### config.mk
export PLATFORM = sky130hd
export DESIGN_NAME = magnitude_job_scheduler
export DESIGN_NICKNAME = d
export VERILOG_FILES = /design/src/rtl/magnitude_sched_pkg.sv /design/src/rtl/magnitude_job_fifo.sv /design/src/rtl/magnitude_job_scheduler.sv
export SDC_FILE = /design/constraint.sdc
export NUM_CORES = 1
export LEC_CHECK = 0
export CAP_MARGIN = 20
export CORE_ASPECT_RATIO = 1.75
export CORE_MARGIN = 4
export CORE_UTILIZATION = 34
export CTS_BUF_LIST = sky130_fd_sc_hd__clkbuf_2 sky130_fd_sc_hd__clkbuf_4 sky130_fd_sc_hd__clkbuf_8
export DETAILED_ROUTE_END_ITERATION = 10
export SYNTH_ARGS = -nofsm -noshare
export SYNTH_HDL_FRONTEND = slang
export SYNTH_HIERARCHICAL = 1
export SYNTH_SLANG_ARGS = --single-unit
### constraint.sdc
create_clock -name CSI_CLOCK_CLK -period 7.2 [get_ports CSI_CLOCK_CLK]
set_input_delay 0.72 -clock CSI_CLOCK_CLK [delete_from_list [all_inputs] [get_ports CSI_CLOCK_CLK]]
set_output_delay 0.72 -clock CSI_CLOCK_CLK [all_outputs]
set_load 0.05 [all_outputs]
### src/rtl/magnitude_sched_pkg.sv
// Shared types and descriptor layout for the magnitude job scheduler.
// A descriptor packs {RADDR, LADDR, WADDR, NUM, SIZE} with SIZE in the LSBs.
package magnitude_sched_pkg;

  typedef enum logic [2:0] {
    IDLE,
    LAUNCH,
    WAIT_ACK,
    RUN,
    FAULT_ST
  } state_e;

  localparam int NUM_W     = 11;
  localparam int SIZE_W    = 19;
  localparam int OFF_SIZE  = 0;
  localparam int OFF_NUM   = OFF_SIZE + SIZE_W;
  localparam int OFF_WADDR = OFF_NUM + NUM_W;

  function automatic int off_laddr(input int aw);
    return OFF_WADDR + aw;
  endfunction

  function automatic int off_raddr(input int aw);
    return OFF_WADDR + 2 * aw;
  endfunction

  function automatic int desc_w(input int aw);
    return 3 * aw + NUM_W + SIZE_W;
  endfunction

endpackage

### src/rtl/magnitude_job_fifo.sv
// Synchronous descriptor FIFO; rdata_o always shows the current head entry.
// Storage is not reset: only pointers and occupancy carry meaning.
module magnitude_job_fifo
  import magnitude_sched_pkg::*;
#(
  parameter int DEPTH = 4,
  parameter int WIDTH = desc_w(32)
) (
  input  logic                     clk_i,
  input  logic                     rst_i,
  input  logic                     push_i,
  input  logic                     pop_i,
  input  logic [WIDTH-1:0]         wdata_i,
  output logic [WIDTH-1:0]         rdata_o,
  output logic                     full_o,
  output logic                     empty_o,
  output logic [$clog2(DEPTH):0]   count_o
);

  localparam int AW = $clog2(DEPTH);

  logic [WIDTH-1:0] mem_q [DEPTH];
  logic [AW-1:0]    wr_q, rd_q;
  logic [AW:0]      cnt_q;
  logic             do_push, do_pop;

  assign full_o  = (cnt_q == (AW + 1)'(DEPTH));
  assign empty_o = (cnt_q == '0);
  assign count_o = cnt_q;
  assign rdata_o = mem_q[rd_q];
  assign do_push = push_i && !full_o;
  assign do_pop  = pop_i && !empty_o;

  always_ff @(posedge clk_i) begin
    if (rst_i) begin
      wr_q  <= '0;
      rd_q  <= '0;
      cnt_q <= '0;
    end else begin
      if (do_push) wr_q <= wr_q + AW'(1);
      if (do_pop)  rd_q <= rd_q + AW'(1);
      case ({do_push, do_pop})
        2'b10:   cnt_q <= cnt_q + (AW + 1)'(1);
        2'b01:   cnt_q <= cnt_q - (AW + 1)'(1);
        default: cnt_q <= cnt_q;
      endcase
    end
  end

  always_ff @(posedge clk_i) begin
    if (do_push) mem_q[wr_q] <= wdata_i;
  end

endmodule

### src/rtl/magnitude_job_scheduler.sv
// Queues magnitude-engine jobs and launches them one at a time, holding the
// head job's parameters steady until DONE; adds IRQ, bad-job and watchdog status.
module magnitude_job_scheduler
  import magnitude_sched_pkg::*;
#(
  parameter int DEPTH      = 4,
  parameter int ADDR_WIDTH = 32,
  parameter int WDOG_WIDTH = 24
) (
  input  logic                      CSI_CLOCK_CLK,
  input  logic                      CSI_CLOCK_RESET,
  input  logic                      JOB_VALID,
  output logic                      JOB_READY,
  input  logic [ADDR_WIDTH-1:0]     JOB_RADDR,
  input  logic [ADDR_WIDTH-1:0]     JOB_LADDR,
  input  logic [ADDR_WIDTH-1:0]     JOB_WADDR,
  input  logic [NUM_W-1:0]          JOB_NUM,
  input  logic [SIZE_W-1:0]         JOB_SIZE,
  output logic                      ENG_START,
  output logic [ADDR_WIDTH-1:0]     ENG_RADDR,
  output logic [ADDR_WIDTH-1:0]     ENG_LADDR,
  output logic [ADDR_WIDTH-1:0]     ENG_WADDR,
  output logic [NUM_W-1:0]          ENG_NUM,
  output logic [SIZE_W-1:0]         ENG_SIZE,
  input  logic                      ENG_INIT_START,
  input  logic                      ENG_DONE,
  input  logic                      IRQ_EN,
  input  logic                      IRQ_CLEAR,
  input  logic                      ERR_CLEAR,
  output logic                      IRQ,
  output logic                      BUSY,
  output logic                      FAULT,
  output logic                      BAD_JOB,
  output logic [$clog2(DEPTH):0]    FIFO_COUNT,
  output logic [15:0]               JOBS_DONE,
  input  logic [WDOG_WIDTH-1:0]     WDOG_LIMIT
);

  localparam int DW = desc_w(ADDR_WIDTH);

  state_e                state_q;
  logic [DW-1:0]         head_q;
  logic [WDOG_WIDTH-1:0] wdog_q;
  logic [15:0]           done_cnt_q;
  logic                  start_q, irq_q, fault_q, bad_q;

  logic          fifo_push, fifo_pop, fifo_full, fifo_empty;
  logic [DW-1:0] fifo_head, fifo_wdata;
  logic          accept, bad_desc, wdog_hit, done_ok;

  assign accept     = JOB_VALID && JOB_READY;
  assign bad_desc   = (JOB_NUM == '0) || (JOB_SIZE == '0);
  assign fifo_push  = accept && !bad_desc;
  assign fifo_wdata = {JOB_RADDR, JOB_LADDR, JOB_WADDR, JOB_NUM, JOB_SIZE};

  assign wdog_hit = ((state_q == WAIT_ACK) || (state_q == RUN)) &&
                    (WDOG_LIMIT != '0) && (wdog_q == WDOG_LIMIT);
  assign done_ok  = (state_q == RUN) && ENG_DONE && !wdog_hit;
  // A faulted job is dropped so the queue does not relaunch it after ERR_CLEAR.
  assign fifo_pop = done_ok || wdog_hit;

  magnitude_job_fifo #(
    .DEPTH (DEPTH),
    .WIDTH (DW)
  ) u_fifo (
    .clk_i   (CSI_CLOCK_CLK),
    .rst_i   (CSI_CLOCK_RESET),
    .push_i  (fifo_push),
    .pop_i   (fifo_pop),
    .wdata_i (fifo_wdata),
    .rdata_o (fifo_head),
    .full_o  (fifo_full),
    .empty_o (fifo_empty),
    .count_o (FIFO_COUNT)
  );

  always_ff @(posedge CSI_CLOCK_CLK) begin
    if (CSI_CLOCK_RESET) begin
      state_q    <= IDLE;
      head_q     <= '0;
      wdog_q     <= '0;
      done_cnt_q <= '0;
      start_q    <= 1'b0;
      irq_q      <= 1'b0;
      fault_q    <= 1'b0;
      bad_q      <= 1'b0;
    end else begin
      start_q <= 1'b0;
      case (state_q)
        IDLE: begin
          // Head is captured on entry so ENG_* are valid during the START cycle.
          if (!fifo_empty && !fault_q) begin
            state_q <= LAUNCH;
            head_q  <= fifo_head;
            start_q <= 1'b1;
          end
        end
        LAUNCH: begin
          wdog_q  <= '0;
          state_q <= WAIT_ACK;
        end
        WAIT_ACK, RUN: begin
          if (wdog_hit) begin
            state_q <= FAULT_ST;
            fault_q <= 1'b1;
          end else begin
            if (wdog_q != '1) wdog_q <= wdog_q + WDOG_WIDTH'(1);
            if (state_q == WAIT_ACK && ENG_INIT_START) state_q <= RUN;
            if (done_ok) begin
              state_q    <= IDLE;
              done_cnt_q <= done_cnt_q + 16'd1;
            end
          end
        end
        FAULT_ST: begin
          if (ERR_CLEAR) begin
            state_q <= IDLE;
            fault_q <= 1'b0;
          end
        end
        default: state_q <= IDLE;
      endcase

      if (done_ok && IRQ_EN) irq_q <= 1'b1;
      else if (IRQ_CLEAR)    irq_q <= 1'b0;

      if (accept && bad_desc) bad_q <= 1'b1;
      else if (ERR_CLEAR)     bad_q <= 1'b0;
    end
  end

  assign JOB_READY = !CSI_CLOCK_RESET && !fifo_full;
  assign ENG_START = start_q;
  assign ENG_RADDR = head_q[off_raddr(ADDR_WIDTH) +: ADDR_WIDTH];
  assign ENG_LADDR = head_q[off_laddr(ADDR_WIDTH) +: ADDR_WIDTH];
  assign ENG_WADDR = head_q[OFF_WADDR +: ADDR_WIDTH];
  assign ENG_NUM   = head_q[OFF_NUM +: NUM_W];
  assign ENG_SIZE  = head_q[OFF_SIZE +: SIZE_W];
  assign IRQ       = irq_q;
  assign FAULT     = fault_q;
  assign BAD_JOB   = bad_q;
  assign JOBS_DONE = done_cnt_q;
  assign BUSY      = (state_q != IDLE) || !fifo_empty;

endmodule

==> images/placement.png <==
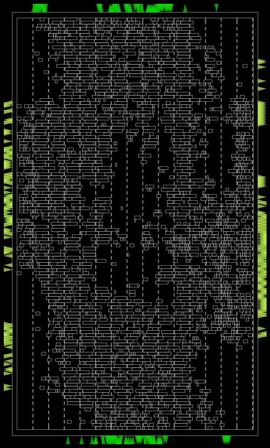
Non-Filler Instances: 3066
final-layout fill cell count: 6848
# rows: 133
final core occ: 42.8%

==> results.json <==
{
  "cpMostUsedCell": "inv_1",
  "area_leaders": "edfxtp_1, dfxtp_1, mux4_2",
  "globalplace.congestion": 0.849,
  "fp_util_pct": 34.3,
  "wl_met3_mm": 4.91,
  "io_pins": 309,
  "rr_worst_depth": 13,
  "switchingPower_w": 0.00204,
  "power_frac_comb_pct": 8.8,
  "path_class": "input port to flop",
  "port_buffers": 308,
  "cp_num_buf_inv": 4,
  "htreeDepth": 3,
  "gr-usage-all-layers_pct": 15.5,
  "dr.pass1.iters": 5,
  "slowest_delay_ps": 620,
  "die_w_um": 216,
  "drv_cap": 0,
  "slew_violations": 0,
  "top_usage_layer": "met2",
  "dr.max_layer_used": "met5",
  "power_density_mw_per_mm2": 268,
  "peakVddDrop_uv": 130,
  "ys_cells": 1616,
  "drcViolationCount": 0,
  "top_cell": "edfxtp_1",
  "met1Wirelength_mm": 25.0,
  "ys_ff": 686,
  "switching_share_pct": 23.6,
  "startpoint_type": "input port",
  "grt_overflow": 0,
  "first_iter_violations": 1069,
  "grtUsageMet1_pct": 18.3,
  "slowest_stage": "nor4_1",
  "syn_area_per_cell_um2": 15.9,
  "vias_per_cell": 4.89,
  "path_clk_slew_ps": 60,
  "netlist_top_cells_count": "edfxtp_1, nand2_1, dfxtp_1",
  "clkLatencyLatePin_ps": 730,
  "finalHoldViolCount": 0,
  "tightest_slew_ps": 1100,
  "core_area_mm2": 0.0752,
  "pwr-share-clk_pct": 40.1,
  "syn_to_final_growth_pct": 24.9,
  "clockBufferDepth": 3,
  "cts-resized-gates": 0,
  "p_leak_nw": 10.2,
  "whs_ps": 451,
  "wl_met2_mm": 31.8,
  "layout.nets": 2122,
  "yosys_area_mm2": 0.0258,
  "ys_types": 55,
  "synthesis.instances": 1616,
  "numCtsBuffers": 101,
  "syn_nets": 1782,
  "timing.final.crit_share_pct": 49.9,
  "post_cts_buffers": 0,
  "wire_per_inst_um": 20.7,
  "slew_headroom_pct": 26.7,
  "edf_count": 504,
  "root_buffer": "clkbuf_8",
  "layout.cells.most_common": "edfxtp_1",
  "drive_above_1_share_pct": 17.1,
  "synth_area_mm2": 0.0258,
  "outcome": "finished clean",
  "cp_max_fo": 6,
  "hold_path.startpoint": "head_q[64]$_SDFFE_PP0P_",
  "min_period_ps": 3590,
  "endpoint_kind": "flop",
  "rsz0062_at_grt": "no",
  "mostFrequentLayoutCells": "edfxtp_1, clkdlybuf4s50_1, nand2_1",
  "yosys.area.top_type": "edfxtp_1",
  "dp_hpwl_mm": 39.9,
  "rr_endpoint": "u_fifo/count_o[2]$_SDFFE_PP0P_",
  "ant_nets": 0,
  "yosysWarnings": 6,
  "critPathTopFamily": "simple AND/OR/NAND/NOR gates",
  "grt_pass1_wl_mm": 95.8,
  "die_height_um": 372,
  "yosys.area.top_type_share_pct": 58.7,
  "path_depth": 14,
  "startpoint": "JOB_SIZE[2]"
}
==> images/layer_met2.png <==
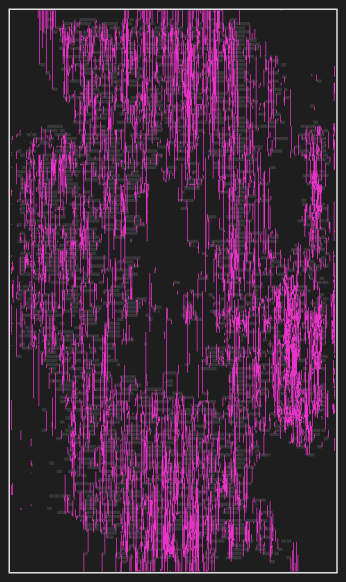
longest straight run: 123 um
share of all routed wire: 50%
wire length on this layer: 31.8 mm
nets with wire on the layer: 1890
Vias: 14982
DRT Wirelength: 63.5 mm
met2 GRT Util: 26.3%

flip-flops by register name, indices dropped and copies added, names as in the netlist, named ones only:
register,cells
u_fifo/mem_q,504
head_q,126
wdog_q,24
JOBS_DONE,16
state_q,3
u_fifo/count_o,3
u_fifo/rd_q,2
u_fifo/wr_q,2
BAD_JOB,1
ENG_START,1
FAULT,1
IRQ,1
logic make-up after synthesis:
group,after synthesis,synth area share [%]
xor gates and xnor gates,27,0.918
buffers and inverters,100,1.86
AOI/OAI and AO/OA,203,4.22
DFF,686,72.9
adders and majority gates,8,0.418
muxes,139,11.6
and+or+nand+nor,453,8.13
area by class of cell:
type | instances | area [um^2] | share of cell area [%]
antenna | 11 | 27.5 | 0.0855
clock buffer | 147 | 1880 | 5.84
clock inverter | 43 | 418 | 1.30
inverter | 11 | 41.3 | 0.128
multi-input combinational | 830 | 6540 | 20.3
sequential | 686 | 18800 | 58.3
tap | 1012 | 1270 | 3.93
timing repair buffer | 326 | 3240 | 10.1
power groups by stage:
stage | Sequential (W) | Combinational, W | Clock [W]
floorplan | 0.00469 | 0.000227 | 0
global placement | 0.00450 | 0.000763 | 0
detailed placement | 0.00450 | 0.000771 | 0
CTS | 0.00442 | 0.000773 | 0.00358
global route | 0.00443 | 0.000811 | 0.00375
finish | 0.00442 | 0.000756 | 0.00346
through the flow:
stage	util [%]	instances	power [W]	area, um^2	setup slack, ps
after CTS	42.7	3054	0.00877	32100	3560
after detailed placement	39.7	2864	0.00527	29800	2740
after global routing	42.8	3060	0.00899	32200	3330
after floorplan	-	1616	0.00492	25800	1450
final	42.8	3066	0.00863	32200	3610
after global placement	39.7	2864	0.00526	29800	2650
tightest hold or removal path, stage by stage (launching register included):
cell and delay (ps):
dfxtp_1 310, nand2_1 50, a21oi_1 50
Power is estimated from default activity; no workload was simulated.
